### config.mk
export PLATFORM = sky130hd
export DESIGN_NAME = pipelined_cla_adder_flat
export DESIGN_NICKNAME = d
export VERILOG_FILES = /design/src/rtl/pipelined_cla_adder_pkg.sv /design/src/rtl/pipelined_cla_adder_if.sv /design/src/rtl/pipelined_cla_adder_cla_group4.sv /design/src/rtl/pipelined_cla_adder.sv /design/src/flat_wrapper.sv
export SDC_FILE = /design/constraint.sdc
export NUM_CORES = 1
export LEC_CHECK = 0
export CORE_ASPECT_RATIO = 0.5
export CORE_UTILIZATION = 30
export CTS_BUF_LIST = sky130_fd_sc_hd__clkbuf_2 sky130_fd_sc_hd__clkbuf_4 sky130_fd_sc_hd__clkbuf_8
export DETAILED_ROUTE_END_ITERATION = 6
export GPL_ROUTABILITY_DRIVEN = 0
export PLACE_DENSITY_LB_ADDON = 0.08
export SLEW_MARGIN = 20
export SYNTH_ARGS = -nofsm -noshare
export SYNTH_HDL_FRONTEND = slang
export SYNTH_HIERARCHICAL = 1
export SYNTH_SLANG_ARGS = --single-unit
### constraint.sdc
create_clock -name clk -period 1.69 [get_ports clk]
set_clock_uncertainty 0.05 [all_clocks]
set_input_delay 0.338 -clock clk [delete_from_list [all_inputs] [get_ports clk]]
set_output_delay 0.338 -clock clk [all_outputs]
set_load 0.05 [all_outputs]
### src/rtl/pipelined_cla_adder_pkg.sv
// Shared constants and elaboration-time helpers for the pipelined carry-lookahead adder.
package pipelined_cla_adder_pkg;

    // Bits per first-level lookahead group.
    localparam int GROUP_W = 4;

    // Groups per second-level lookahead cluster; cluster carries are chained.
    localparam int CLUSTER = 4;

    // Operand width used when a parent does not override it.
    localparam int DEFAULT_WIDTH = 16;

    // Ceiling log2, handy for sizing indices over the group count.
    function automatic int clog(input int n);
        int r;
        r = 0;
        for (int i = 0; i < 32; i++) begin
            if ((1 << r) < n) begin
                r = r + 1;
            end
        end
        return r;
    endfunction

    // Number of clusters needed to cover ngroup lookahead groups.
    function automatic int ncluster(input int ngroup);
        return (ngroup + CLUSTER - 1) / CLUSTER;
    endfunction

endpackage

### src/rtl/pipelined_cla_adder_if.sv
// Operand/result handshake bundle for the pipelined carry-lookahead adder.
interface pipelined_cla_adder_if
    import pipelined_cla_adder_pkg::*;
#(
    parameter int WIDTH = DEFAULT_WIDTH
);
    // Operand side
    logic             in_valid;
    logic             in_ready;
    logic [WIDTH-1:0] a;
    logic [WIDTH-1:0] b;
    logic             sub;
    logic             cin;

    // Result side
    logic             out_valid;
    logic             out_ready;
    logic [WIDTH-1:0] sum;
    logic             cout;
    logic             ovf;

    // Operand source and result consumer.
    modport master (
        output in_valid, a, b, sub, cin, out_ready,
        input  in_ready, out_valid, sum, cout, ovf
    );

    // The adder itself.
    modport slave (
        input  in_valid, a, b, sub, cin, out_ready,
        output in_ready, out_valid, sum, cout, ovf
    );

endinterface

### src/rtl/pipelined_cla_adder_cla_group4.sv
// Combinational 4-bit carry-lookahead group: intra-group carries plus group propagate/generate.
module cla_group4
    import pipelined_cla_adder_pkg::*;
(
    input  logic [GROUP_W-1:0] p,
    input  logic [GROUP_W-1:0] g,
    input  logic               ci,
    output logic [3:1]         c,
    output logic               pg,
    output logic               gg
);

    // Carries into bits 1..3 from the group carry-in, flattened sum-of-products.
    assign c[1] = g[0]
                | (p[0] & ci);
    assign c[2] = g[1]
                | (p[1] & g[0])
                | (p[1] & p[0] & ci);
    assign c[3] = g[2]
                | (p[2] & g[1])
                | (p[2] & p[1] & g[0])
                | (p[2] & p[1] & p[0] & ci);

    // Group terms consumed by the second-level lookahead network.
    assign pg = &p;
    assign gg = g[3]
              | (p[3] & g[2])
              | (p[3] & p[2] & g[1])
              | (p[3] & p[2] & p[1] & g[0]);

endmodule

### src/rtl/pipelined_cla_adder.sv
// Three-stage carry-lookahead adder/subtractor with valid/ready flow control.
// S1 registers the conditioned operands, S2 the per-bit p/g plus all group
// carries, S3 the final sum, carry-out and signed overflow.
module pipelined_cla_adder
    import pipelined_cla_adder_pkg::*;
#(
    parameter int WIDTH = DEFAULT_WIDTH
) (
    input logic                 clk,
    input logic                 rst,
    pipelined_cla_adder_if.slave bus
);

    localparam int NGROUP = WIDTH / GROUP_W;
    localparam int NCLUST = ncluster(NGROUP);
    localparam int NPAD   = NCLUST * CLUSTER;

    // Handshake and stage occupancy
    logic adv;
    logic s1_valid;
    logic s2_valid;
    logic s3_valid;

    // S1 state and its combinational per-bit terms
    logic [WIDTH-1:0] s1_a;
    logic [WIDTH-1:0] s1_bb;
    logic             s1_c0;
    logic [WIDTH-1:0] s1_p;
    logic [WIDTH-1:0] s1_g;

    // Group terms and second-level carry network (padded to whole clusters)
    logic [NGROUP-1:0]   grp_pg;
    logic [NGROUP-1:0]   grp_gg;
    logic [NPAD-1:0]     pad_pg;
    logic [NPAD-1:0]     pad_gg;
    logic [NPAD:0]       net_carry;
    logic [3*NGROUP-1:0] s2_unused_c;
    logic                s2_unused_net;

    // S2 state
    logic [WIDTH-1:0] s2_p;
    logic [WIDTH-1:0] s2_g;
    logic [NGROUP:0]  s2_carry;

    // S3 combinational carries and registered outputs
    logic [WIDTH-1:0]  bit_carry;
    logic [WIDTH-1:0]  sum_d;
    logic [NGROUP-1:0] s3_unused_pg;
    logic [NGROUP-1:0] s3_unused_gg;
    logic [WIDTH-1:0]  s3_sum;
    logic              s3_cout;
    logic              s3_ovf;

    // The whole pipe moves as one unit unless a held result is blocking it.
    assign adv          = !s3_valid || bus.out_ready;
    assign bus.in_ready = adv;

    // Stage valid bits: shift together on adv, bubbles are kept in place.
    always_ff @(posedge clk) begin
        // NOTE: sequential state uses non-blocking assignments so every stage samples its neighbour's pre-edge value.
        if (rst) begin
            s1_valid <= 1'b0;
            s2_valid <= 1'b0;
            s3_valid <= 1'b0;
        end else if (adv) begin
            s1_valid <= bus.in_valid;
            s2_valid <= s1_valid;
            s3_valid <= s2_valid;
        end
    end

    // S1: capture A, B conditioned for subtract, and the effective carry-in.
    always_ff @(posedge clk) begin
        // NOTE: datapath registers carry no reset; the valid bits alone decide whether their contents are meaningful.
        if (adv) begin
            s1_a  <= bus.a;
            s1_bb <= bus.b ^ {WIDTH{bus.sub}};
            s1_c0 <= bus.sub | bus.cin;
        end
    end

    assign s1_p = s1_a ^ s1_bb;
    assign s1_g = s1_a & s1_bb;

    // S2 groups: only PG/GG are used here, the intra-group carries come later in S3.
    for (genvar k = 0; k < NGROUP; k++) begin : g_s2_grp
        cla_group4 u_grp (
            .p  (s1_p[GROUP_W*k +: GROUP_W]),
            .g  (s1_g[GROUP_W*k +: GROUP_W]),
            .ci (1'b0),
            .c  (s2_unused_c[3*k +: 3]),
            .pg (grp_pg[k]),
            .gg (grp_gg[k])
        );
    end

    // Missing groups in the last cluster neither propagate nor generate.
    assign pad_pg = NPAD'(grp_pg);
    assign pad_gg = NPAD'(grp_gg);

    // Second-level lookahead: flattened sum-of-products inside a cluster, cluster carries chained.
    always_comb begin
        logic acc;
        logic prod;
        // NOTE: every always_comb output and temporary gets a default first so no path can infer a latch.
        acc          = 1'b0;
        prod         = 1'b0;
        net_carry    = '0;
        net_carry[0] = s1_c0;
        for (int j = 0; j < NCLUST; j++) begin
            for (int m = 0; m < CLUSTER; m++) begin
                acc = 1'b0;
                for (int t = 0; t <= m; t++) begin
                    prod = pad_gg[j*CLUSTER + t];
                    for (int u = t + 1; u <= m; u++) begin
                        prod = prod & pad_pg[j*CLUSTER + u];
                    end
                    acc = acc | prod;
                end
                prod = net_carry[j*CLUSTER];
                for (int u = 0; u <= m; u++) begin
                    prod = prod & pad_pg[j*CLUSTER + u];
                end
                net_carry[j*CLUSTER + m + 1] = acc | prod;
            end
        end
    end

    // Carries of padding groups are never consumed.
    assign s2_unused_net = ^net_carry;

    // S2: register per-bit terms and every group boundary carry.
    always_ff @(posedge clk) begin
        if (adv) begin
            s2_p     <= s1_p;
            s2_g     <= s1_g;
            s2_carry <= net_carry[NGROUP:0];
        end
    end

    // S3 groups: expand each group carry-in into the three intra-group carries.
    for (genvar k = 0; k < NGROUP; k++) begin : g_s3_grp
        assign bit_carry[GROUP_W*k] = s2_carry[k];
        cla_group4 u_grp (
            .p  (s2_p[GROUP_W*k +: GROUP_W]),
            .g  (s2_g[GROUP_W*k +: GROUP_W]),
            .ci (s2_carry[k]),
            .c  (bit_carry[GROUP_W*k + 1 +: 3]),
            .pg (s3_unused_pg[k]),
            .gg (s3_unused_gg[k])
        );
    end

    assign sum_d = s2_p ^ bit_carry;

    // S3: results update only for real beats, so bubbles leave the last result in place.
    always_ff @(posedge clk) begin
        if (rst) begin
            s3_sum  <= '0;
            s3_cout <= 1'b0;
            s3_ovf  <= 1'b0;
        end else if (adv && s2_valid) begin
            s3_sum  <= sum_d;
            s3_cout <= s2_carry[NGROUP];
            s3_ovf  <= bit_carry[WIDTH-1] ^ s2_carry[NGROUP];
        end
    end

    assign bus.out_valid = s3_valid;
    assign bus.sum       = s3_sum;
    assign bus.cout      = s3_cout;
    assign bus.ovf       = s3_ovf;

endmodule

### src/flat_wrapper.sv
// flat-port wrapper written by rule: the top's interface ports become plain ports
module pipelined_cla_adder_flat import pipelined_cla_adder_pkg::*;
#(
    parameter int WIDTH = DEFAULT_WIDTH
)
  (clk, rst, bus_in_valid, bus_a, bus_b, bus_sub, bus_cin, bus_out_ready, bus_in_ready, bus_out_valid, bus_sum, bus_cout, bus_ovf);
  pipelined_cla_adder_if #(.WIDTH(WIDTH)) bus_i ();
  input logic clk;
  input logic rst;
  input wire logic [$bits(bus_i.in_valid)-1:0] bus_in_valid;
  input wire logic [$bits(bus_i.a)-1:0] bus_a;
  input wire logic [$bits(bus_i.b)-1:0] bus_b;
  input wire logic [$bits(bus_i.sub)-1:0] bus_sub;
  input wire logic [$bits(bus_i.cin)-1:0] bus_cin;
  input wire logic [$bits(bus_i.out_ready)-1:0] bus_out_ready;
  output wire logic [$bits(bus_i.in_ready)-1:0] bus_in_ready;
  output wire logic [$bits(bus_i.out_valid)-1:0] bus_out_valid;
  output wire logic [$bits(bus_i.sum)-1:0] bus_sum;
  output wire logic [$bits(bus_i.cout)-1:0] bus_cout;
  output wire logic [$bits(bus_i.ovf)-1:0] bus_ovf;
  assign bus_i.in_valid = bus_in_valid;
  assign bus_i.a = bus_a;
  assign bus_i.b = bus_b;
  assign bus_i.sub = bus_sub;
  assign bus_i.cin = bus_cin;
  assign bus_i.out_ready = bus_out_ready;
  assign bus_in_ready = bus_i.in_ready;
  assign bus_out_valid = bus_i.out_valid;
  assign bus_sum = bus_i.sum;
  assign bus_cout = bus_i.cout;
  assign bus_ovf = bus_i.ovf;
  pipelined_cla_adder #(.WIDTH(WIDTH)) u_core (.clk(clk), .rst(rst), .bus(bus_i));
endmodule
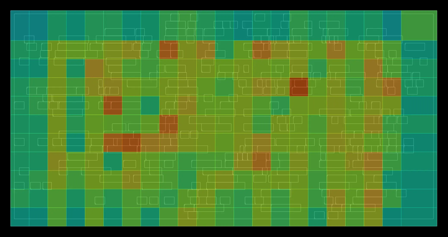
congestion_map.png
met2 usage: 18.1%
M1 GR Usage: 14.6%

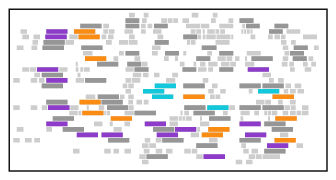
ff_map.png
Drawn at 2 px/µm. Other sequential cells in the stronger grey, the rest of the logic in the fainter grey.
Orange stands for u_core/s2_g, flops 12. Purple stands for u_core/s1_a, flops 16. Cyan stands for u_core/s2_carry, flops 5, where centre.
Another 54 sequential cells are not coloured.
Storage cell area: 0.00240 mm²
sequential portion of the cell area: 51.6%
sequential power: 2.68 mW

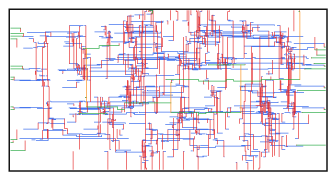
layers.png
Drawn at 2 px/µm.
Orange stands for M4, wire length 102 µm. Blue stands for M1, wire length 3120 µm. Green stands for M3, wire length 331 µm. Red stands for M2, wire length 2940 µm.

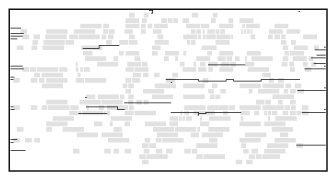
m3.png
Drawn at 2 px/µm.
The layer carries 331 µm of wire. 29 nets have wire on it. The layer holds 5.1% of the routed length. The longest straight run is 23.2 µm.
vias: 2051
final wirelength: 6.49 mm
grt met3 use: 4.21%

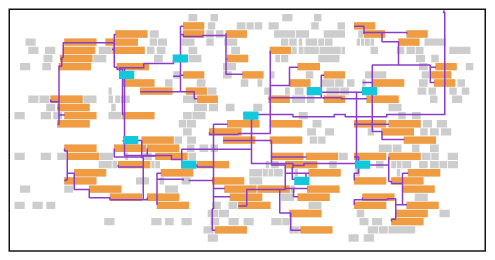
clock_wires.png
Drawn at 3 px/µm.
Orange stands for flip-flops, count 87. Purple stands for clock wires, length 1070 µm. Cyan stands for clock-net drivers, count 9.
Position of the flops: spread over the die. There are 10 routed clock nets.
clk latency late pin: 0.36 ns
clock power share: 25.9%
Clock Power: 1.23 mW

==> flow_summary.json <==
{
  "gr-max-usage-layer": "met2",
  "post_cts_resized": 1,
  "largest_class": "sequential cells",
  "cap_violations": 0,
  "cts_htree_levels": 3,
  "r2r_cells": 6,
  "die_h_um": 80.1,
  "lay_top_cells": "edfxtp_1, clkdlybuf4s50_1, buf_4",
  "r2r-end": "u_core/s2_carry[4]",
  "die_w_um": 158,
  "grtUsageTotal_pct": 11.5,
  "insertedDiodeCount": 0,
  "seqPwrFrac_pct": 56.3,
  "startpoint": "u_core/s1_bb[1]",
  "num-nets-final": 360,
  "cts_max_path_buffers": 2,
  "path_clk_slew_ns": 0.08,
  "antenna_found_initial": 0,
  "die_area_mm2": 0.0127,
  "finalClockPeriodUsage_pct": 108,
  "comb_share_pct": 25.2,
  "root_buffer": "clkbuf_8",
  "n_tap_cell": 165,
  "syn_area_mm2": 0.00366,
  "p_int_mw": 3.49,
  "hold_violations": 0,
  "reg2reg_from": "u_core/s1_bb[1]",
  "area_delta_synth_final_pct": 27.4,
  "tightest_slew_ns": 0.554,
  "drive_gt1_share_pct": 24.8,
  "first_pass_iters": 4,
  "syn_avg_cell_area_um2": 15.6,
  "path_class": "reg2reg",
  "inverters_excl_clock": 2,
  "p_leak_nw": 1.79,
  "instances_no_fill": 476,
  "flops": 87,
  "dp.cells": 459,
  "tool_warnings": 28,
  "power_density_mw_per_mm2": 1020,
  "nNonClkBuffers": 69,
  "combPwrFrac_pct": 17.8,
  "cts_tree": "yes",
  "p_switching_mw": 1.28,
  "hold_ws_ns": 0.408,
  "drtIter0Drc": 111,
  "power-top-group": "registers",
  "fin_util_pct": 39.3,
  "fmax_ghz": 0.548,
  "timing.slew.headroom_pct": 63.0,
  "fp_util_pct": 30.9,
  "drc_errors": 0,
  "lay_top_count": "edfxtp_1",
  "grt_overflow_total": 0,
  "dp_hpwl_mm": 4.66,
  "holdPathStages": 2,
  "ir_worst_vdd_v": 0.000303,
  "rsz0062_at_grt": "true",
  "violations": "negative setup slack",
  "start_kind": "flip-flop",
  "finalSetupViolations": 2,
  "setup_slack_ns": -0.135,
  "regToRegSetupSlack_ns": -0.14,
  "grt_max_degree": 41,
  "portBuffers": 57,
  "slew_violations": 0,
  "grt_pass1_vias": 2132,
  "fin_crit_ns": 1.83,
  "logic_area_mm2": 0.00117,
  "crit_path_cell_trace": "ha_1, a21oi_1, o21ai_1, a21o_1, a21o_1, a31o_1",
  "cts_hold_buffers": 0,
  "grt_pass1_wl_mm": 10.7,
  "io_pins": 58,
  "hold_end": "u_core/s1_valid",
  "viasPerCell": 4.31,
  "cts_made_buffers": 9,
  "fillers": 1160,
  "hp-class": "reg2reg",
  "crit_fanout": 3,
  "cp-endpoint": "u_core/s2_carry[4]",
  "synth.net_count": 289,
  "std_cell_rows": 28,
  "status": "finished, violations left",
  "cts_setup_buffers": 1,
  "cp.required_ns": 1.75,
  "layout.nonclk_buf_share_pct": 15.0,
  "wl_per_cell_um": 13.6,
  "worstHoldStart": "u_core/s1_valid",
  "yosysWarnings": 6,
  "cp_slowest_cell": "edfxtp_1",
  "p_comb_uw": 849,
  "slowest_delay_ns": 0.37
}
## per-stage QoR
| step | cell area, µm² | total power [mW] | TNS (ns) | setup slack, ns |
|---|---|---|---|---|
| after floorplan | 3660 | 3.27 | 0 | 0.0000440 |
| after global placement | 4470 | 3.58 | -0.233 | -0.0889 |
| after detailed placement | 4470 | 3.58 | -0.544 | -0.143 |
| after CTS | 4650 | 4.84 | -0.169 | -0.115 |
| after global routing | 4660 | 5.02 | -0.350 | -0.201 |
| final | 4660 | 4.76 | -0.219 | -0.135 |
## metal layers
metal	up-vias	share of wire, %
met3	10	5.1
li1	1032	-
met5	-	0
met1	968	48
met2	41	45
met4	0	1.6
## worst max-delay path: cells and delay by family (launching register included)
family | cells | cell delay (ns)
compound gates | 5 | 0.85
fa+ha+maj | 1 | 0.33
flops | 1 | 0.37
No activity file was given, so power comes from the tool's default toggle rates.
